<file path="src/rtl/multi_deque.sv">
// ---------------------------------------------------------------------------
// multi_deque
//   CHANNELS independent double-ended queues, each DEPTH words of WIDTH bits,
//   sharing one storage array and one read port. Each cycle at most one
//   channel (the one on sel) is pushed, popped, peeked or cleared.
//
// Ports
//   clk         rising-edge clock for all state
//   rst         synchronous active-high reset
//   sel         channel addressed by push/pop/peek/clear
//   end_select  0 = front end, 1 = back end (shared by push and pop/peek)
//   push        write data_in at the selected end
//   pop         read and remove the word at the selected end
//   peek        read the word at the selected end without removing it
//   clear       flush channel sel and drop its sticky flags
//   data_in     push data
//   data_out    registered read data, held between reads
//   valid_out   one-cycle pulse when data_out was loaded by a read
//   empty/full  per-channel occupancy flags
//   count       word count of channel sel (combinational on sel)
//   overflow    per-channel sticky flag, rejected push
//   underflow   per-channel sticky flag, rejected pop/peek
// ---------------------------------------------------------------------------
module multi_deque #(
    parameter int WIDTH    = 8,
    parameter int CHANNELS = 4,
    parameter int DEPTH    = 16,
    localparam int SEL_W   = (CHANNELS > 1) ? $clog2(CHANNELS) : 1,
    localparam int CNT_W   = $clog2(DEPTH + 1)
) (
    input  logic                clk,
    input  logic                rst,
    input  logic [SEL_W-1:0]    sel,
    input  logic                end_select,
    input  logic                push,
    input  logic                pop,
    input  logic                peek,
    input  logic                clear,
    input  logic [WIDTH-1:0]    data_in,
    output logic [WIDTH-1:0]    data_out,
    output logic                valid_out,
    output logic [CHANNELS-1:0] empty,
    output logic [CHANNELS-1:0] full,
    output logic [CNT_W-1:0]    count,
    output logic [CHANNELS-1:0] overflow,
    output logic [CHANNELS-1:0] underflow
);

    localparam int PTR_W = $clog2(DEPTH);

    logic [WIDTH-1:0] mem  [CHANNELS][DEPTH];
    logic [PTR_W-1:0] head [CHANNELS];
    logic [PTR_W-1:0] tail [CHANNELS];
    logic [CNT_W-1:0] cnt  [CHANNELS];

    logic             sel_ok;
    logic [PTR_W-1:0] cur_head, cur_tail;
    logic [CNT_W-1:0] cur_cnt;
    logic             is_empty, is_full;
    logic [PTR_W-1:0] rd_ptr;
    logic [WIDTH-1:0] rd_word;
    logic             act;
    logic             pop_ok, peek_ok, rd_rej;
    logic             push_ok, push_rej;
    logic             pop_front, pop_back, push_front, push_back;
    logic [PTR_W-1:0] head_nx, tail_nx, wr_addr;
    logic [CNT_W-1:0] cnt_nx;

    // Guards against sel codes beyond CHANNELS when CHANNELS is not a power of two.
    assign sel_ok = (int'(sel) < CHANNELS);

    always_comb begin
        cur_head   = head[sel];
        cur_tail   = tail[sel];
        cur_cnt    = cnt[sel];
        is_empty   = (cur_cnt == '0);
        is_full    = (cur_cnt == CNT_W'(DEPTH));

        // Back end lives one slot below tail.
        rd_ptr     = end_select ? (cur_tail - PTR_W'(1)) : cur_head;
        rd_word    = mem[sel][rd_ptr];

        act        = sel_ok && !clear;
        pop_ok     = act && pop && !is_empty;
        peek_ok    = act && peek && !pop && !is_empty;
        rd_rej     = act && (pop || peek) && is_empty;
        // A successful pop frees a slot in the same cycle, so a full channel
        // still accepts the push.
        push_ok    = act && push && (!is_full || pop_ok);
        push_rej   = act && push && is_full && !pop_ok;

        pop_front  = pop_ok  && !end_select;
        pop_back   = pop_ok  &&  end_select;
        push_front = push_ok && !end_select;
        push_back  = push_ok &&  end_select;

        // Front and back pointers move independently; a push and pop on the
        // same end cancel and the new word overwrites the slot just read.
        head_nx = cur_head;
        if (push_front && !pop_front)
            head_nx = cur_head - PTR_W'(1);
        else if (pop_front && !push_front)
            head_nx = cur_head + PTR_W'(1);

        tail_nx = cur_tail;
        if (push_back && !pop_back)
            tail_nx = cur_tail + PTR_W'(1);
        else if (pop_back && !push_back)
            tail_nx = cur_tail - PTR_W'(1);

        if (push_front)
            wr_addr = pop_front ? cur_head : (cur_head - PTR_W'(1));
        else
            wr_addr = pop_back ? (cur_tail - PTR_W'(1)) : cur_tail;

        cnt_nx = cur_cnt + CNT_W'(push_ok) - CNT_W'(pop_ok);

        if (clear) begin
            head_nx = '0;
            tail_nx = '0;
            cnt_nx  = '0;
        end
    end

    always_ff @(posedge clk) begin
        if (rst) begin
            for (int i = 0; i < CHANNELS; i++) begin
                head[i] <= '0;
                tail[i] <= '0;
                cnt[i]  <= '0;
            end
            overflow  <= '0;
            underflow <= '0;
            data_out  <= '0;
            valid_out <= 1'b0;
        end else begin
            valid_out <= pop_ok || peek_ok;
            if (pop_ok || peek_ok)
                data_out <= rd_word;
            if (sel_ok) begin
                head[sel] <= head_nx;
                tail[sel] <= tail_nx;
                cnt[sel]  <= cnt_nx;
                if (clear) begin
                    overflow[sel]  <= 1'b0;
                    underflow[sel] <= 1'b0;
                end else begin
                    if (push_rej)
                        overflow[sel] <= 1'b1;
                    if (rd_rej)
                        underflow[sel] <= 1'b1;
                end
            end
        end
    end

    // Storage is not reset; pointers and counts alone define what is valid.
    always_ff @(posedge clk) begin
        if (push_ok && !rst)
            mem[sel][wr_addr] <= data_in;
    end

    always_comb begin
        empty = '0;
        full  = '0;
        for (int i = 0; i < CHANNELS; i++) begin
            empty[i] = (cnt[i] == '0);
            full[i]  = (cnt[i] == CNT_W'(DEPTH));
        end
    end

    assign count = sel_ok ? cur_cnt : '0;

endmodule

</file>
<file path="config.mk">
export PLATFORM = sky130hd
export DESIGN_NAME = multi_deque
export DESIGN_NICKNAME = d
export VERILOG_FILES = /design/src/rtl/multi_deque.sv
export SDC_FILE = /design/constraint.sdc
export NUM_CORES = 1
export LEC_CHECK = 0
export CAP_MARGIN = 20
export CORE_MARGIN = 2
export CORE_UTILIZATION = 68
export DETAILED_ROUTE_END_ITERATION = 10
export DONT_BUFFER_PORTS = 1
export HOLD_SLACK_MARGIN = 0.05
export PLACE_DENSITY = 0.84
export SLEW_MARGIN = 10
export SYNTH_ARGS = -nofsm -noshare
export SYNTH_HDL_FRONTEND = slang
export SYNTH_SLANG_ARGS = --single-unit
</file>
<file path="constraint.sdc">
create_clock -name clk -period 10.87 [get_ports clk]
set_input_delay 2.174 -clock clk [delete_from_list [all_inputs] [get_ports clk]]
set_output_delay 2.174 -clock clk [all_outputs]
set_load 0.005 [all_outputs]
</file>
run_1/layers.png
Scale bar: 50 um.
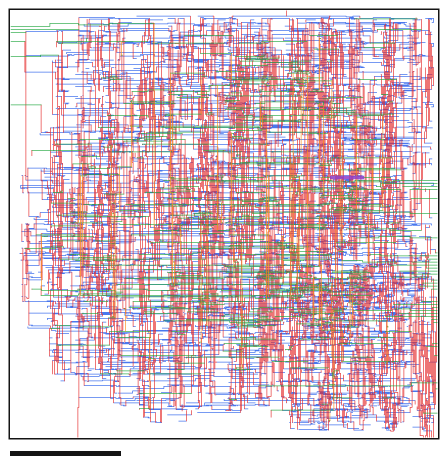
legend:
  blue:
    layer: M1
    wire_length: 20.7 mm
  orange:
    layer: M4
    wire_length: 2110 um
  purple:
    layer: M5
    wire_length: 13.8 um
  red:
    layer: M2
    wire_length: 27.1 mm
  green:
    layer: M3
    wire_length: 6630 um
final wirelength: 56500 um
vias: 13.0k
Total GRT Usage: 0.314
average routed wire per standard cell: 31.3 um

run_1/m4.png
Scale bar: 50 um.
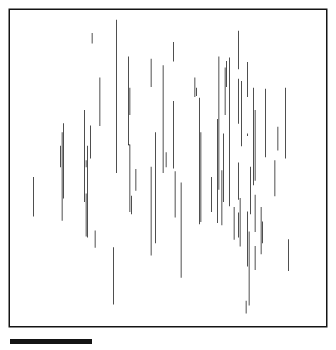
wire length on this layer: 2110 um
main direction: vertical

run_1/gates.png
Scale bar: 50 um.
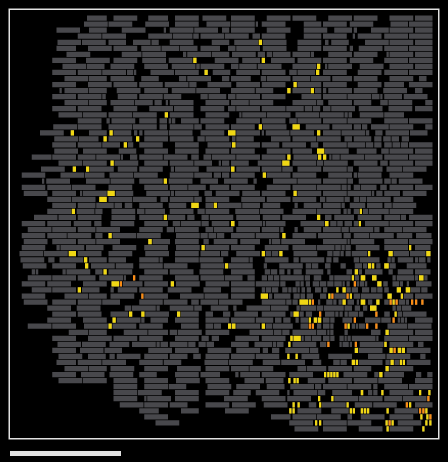
legend:
  orange:
    family: inv cells
    cells: 30
  yellow:
    family: nor cells
    cells: 156
    where: spread over the die
most numerous logic cell after layout: edfxtp_1
fraction of area in multi-input gates: 0.245
fin cells: 1808

[run 1: worst max-delay path by stage]
stage,from,end,slack [ns],depth (start not counted)
floorplan,sel[0],mem[2][48],3.87,16
global route,sel[0],mem[2][92],4.71,8
CTS,sel[0],mem[1][74],4.79,8
global placement,sel[0],mem[3][2],4.40,8
finish,sel[0],mem[3][93],4.72,9
detailed placement,sel[0],mem[2][28],4.27,8
[run 1: metrics by stage]
step                      total power, uW  setup WS [ns]
after floorplan                      2830           3.87
after global placement               2890           4.40
after detailed placement             2900           4.27
after CTS                            4750           4.79
after global routing                 4860           4.71
final                                4760           4.72
[run 1: where the power goes]
group	total, uW	switching [uW]	internal [uW]
registers	2490	12.9	2480
logic	374	230	144
clock network	1890	807	1080
[run 1: final cells by class]
type	instances	area [um2]
Sequential cell	581	17300
Multi-Input combinational cell	592	6460
Clock buffer	72	1450
Clock inverter	27	295
Fill cell	1840	8880
Timing Repair Buffer	45	255
Tap cell	461	577
Inverter	30	113
[run 1: metal layers]
layer / vias up / track usage / wire [um]
li1: 5309 / - / -
met2: 944 / 0.492 / 27100
met1: 6622 / 0.436 / 20700
met5: - / 0 / 13
met4: 2 / 0.114 / 2110
met3: 146 / 0.0797 / 6630
[run 1: synthesized netlist by cell type, drive strengths merged (10+ instances only)]
cell / number
clkbuf: 35
o211ai: 10
nor2: 62
mux4: 141
a21oi: 20
ha: 10
dfxtp: 17
nor3: 81
nand2b: 11
inv: 30
edfxtp: 564
mux2i: 95
buf: 43
nand2: 16
[run 1: cell families after synthesis]
| group | share of synthesized area |
|---|---|
| buffers and inverters | 0.0213 |
| and+or+nand+nor | 0.0486 |
| adders and majority gates | 0.00600 |
| AOI/OAI and AO/OA | 0.0344 |
| xor gates and xnor gates | 0.00419 |
| muxes | 0.172 |
| DFF | 0.714 |
==> metrics.yaml, run 1 <==
run_status:
  outcome: "finished, final reports clean"
synthesis:
  syn-cell-area_um2: 24200
  edf_count: 564
  avgSynthCellArea_um2: 18.9
  yosys_area_um2: 24200
  syn_nets: 1309
  ff_type: "edfxtp_1"
  ys_seq_frac: 0.714
  yosys_warnings: 0
setup_path:
  crit_path_end_kind: "flip-flop"
  path_max_fanout: 151
  crit_top_cell: "nor3_1"
  timing.rr.start: "cnt[2][3]"
  crit_chain: "mux4_2 > inv_1 > ha_1 > and3_1 > a21oi_1 > nor3_1 > a211oi_1 > or4b_2 > nor3_1"
  cp_data_required_time_ns: 11.07
  r2r_slack_ns: 6.12
  crit_buf_inv: 1
  start_kind: "input pin"
  crit_type: "input pin to flip-flop"
  critPathMaxStageDelay_ns: 1.10
final_timing:
  drv_slew: 0
  finalCritPeriodShare: 0.566
  fin_worst_skew_ns: 0.0266
  tightest_slew_ns: 1.13
  rsz0062_at_grt: "false"
layout:
  mostFrequentLayoutCells: "edfxtp_1 (564), mux4_2 (140), mux2i_1 (95)"
  final_area_um2: 26400
  syn_to_final_growth_pct: 9.17
  nets: 1333
  regMostFlops: "mem"
  diodes: 0
drt:
  drc: 0
clock_tree:
  hold_buffers: 0
  cts_sinks: 581
  htree_levels: 2
  post_cts_buffers: 0
  root_buffer: "clkbuf_16"
  clockBufferDepth: 3
place:
  dp_hpwl_um: 32200
job:
  tool_warnings: 33
  drv_cap: 0
global_route:
  grt_max_degree: 154
floorplan:
  core_um2: 35300
  fp_util: 0.686
  dieWidth_um: 193
power:
  powerDensity_nw_per_um2: 180
==> run 2: changes to the inputs <==
Settings changed: CORE_UTILIZATION 68 to 57, PLACE_DENSITY 0.84 to 0.75.
Clock period 10.87 ns to 5.5 ns, I/O delays scaled along.
run_2/gates.png
Scale bar: 50 um.
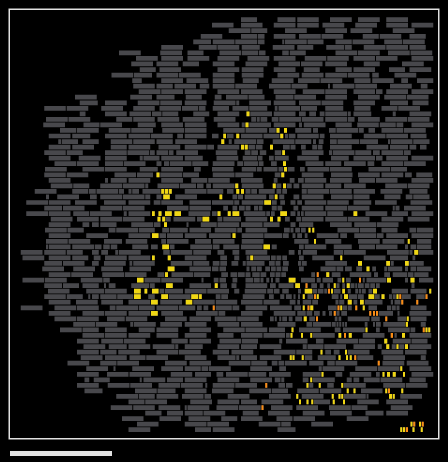
legend:
  orange:
    family: inv cells
    cells: 30
  yellow:
    family: nor cells
    cells: 156
fin cells: 1919
fraction of area in multi-input gates: 0.242

==> metrics.yaml, run 2 <==
run_status:
  outcome: "finished, final reports clean"
layout:
  regMostFlops: "mem"
  diodes: 0
  regArea_um2: 17300
  syn_to_final_growth_pct: 11.1
  comb_area_um2: 6520
  nets: 1363
global_route:
  grt_usage: 0.244
clock_tree:
  post_cts_buffers: 0
  htree_levels: 2
  root_buffer: "clkbuf_16"
  clockBufferDepth: 3
synthesis:
  ys_seq_frac: 0.714
  yosys_warnings: 0
  avgSynthCellArea_um2: 18.9
  ys_sh_xor: 0.00419
  simple_gate_area_frac: 0.0486
  ff_type: "edfxtp_1"
  syn-cell-area_um2: 24200
  yosysMostFrequentCell: "edfxtp_1"
drt:
  wl_um: 52900
  drc: 0
  vias: 12500
  routedWlPerCell_um: 27.6
power:
  p_int_uw: 7280
  p_clk_frac: 0.395
  comb_power_share: 0.077
  seqPwrFrac: 0.528
  p_total_uw: 9350
  p_sw_uw: 2070
setup_path:
  cp_data_required_time_ns: 5.73
  path_max_fanout: 151
  crit_path_end_kind: "flip-flop"
floorplan:
  dieWidth_um: 210
  fp_util: 0.577
  core_um2: 41900
job:
  tool_warnings: 34
  drv_cap: 0
final_timing:
  rsz0062_at_grt: "false"
  finalCritPeriodShare: 0.834
place:
  dp_hpwl_um: 32200
run 2: cell counts after synthesis:
No cell type changed its count.
run 2: critical path, stage by stage:
cell	delay, ns
mux4_2	0.57
inv_1	0.12
ha_1	0.15
inv_1	0.10
o41ai_4	0.51
o221ai_2	0.22
o221ai_1	0.69
nand4_1	0.45
buf_4	0.29
nor3_2	0.56
run 2: path summary, 6_finish.rpt:
path | end | start | depth (start not counted)
worst max register to register | mem[3][65] | cnt[2][2] | 10
worst max-delay path | mem[3][65] | sel[0] | 10
worst min-delay path | flip-flop | flip-flop | 1
worst min register to register | flip-flop | flip-flop | 1
run 2: area by class of cell:
| class | instances | share of cell area |
|---|---|---|
| Clock buffer | 67 | 0.0555 |
| Clock inverter | 36 | 0.0108 |
| Inverter | 30 | 0.00419 |
| Multi-Input combinational cell | 592 | 0.242 |
| Sequential cell | 581 | 0.642 |
| Tap cell | 539 | 0.0251 |
| Timing Repair Buffer | 74 | 0.0196 |
run 2: power by group through the flow:
stage	clock, uW	sequential [uW]	combinational, uW
final	3690	4940	724
after global routing	3900	4940	767
after CTS	3750	4940	717
after detailed placement	0	5030	712
after global placement	0	5030	703
after floorplan	0	5010	579
run 2: stage by stage:
step | setup WS [ns] | TNS, ns | util
6_report | 0.911 | 0 | 0.641
5_1_grt | 0.751 | 0 | 0.641
4_1_cts | 0.897 | 0 | 0.640
3_5_place_dp | 0.307 | 0 | 0.597
3_3_place_gp | 0.390 | 0 | 0.597
2_1_floorplan | -0.124 | -17.56 | -
run 2: layer usage:
metal,vias up,global-route usage,wire length (um),share of wire
met3,83,0.0478,3990,0.076
met4,0,0.0741,1170,0.022
met2,547,0.404,26600,0.50
met1,6475,0.333,21100,0.40
li1,5375,-,-,-
met5,-,0,0,0
Power figures rest on the tool's default switching activity, not on a simulated workload.
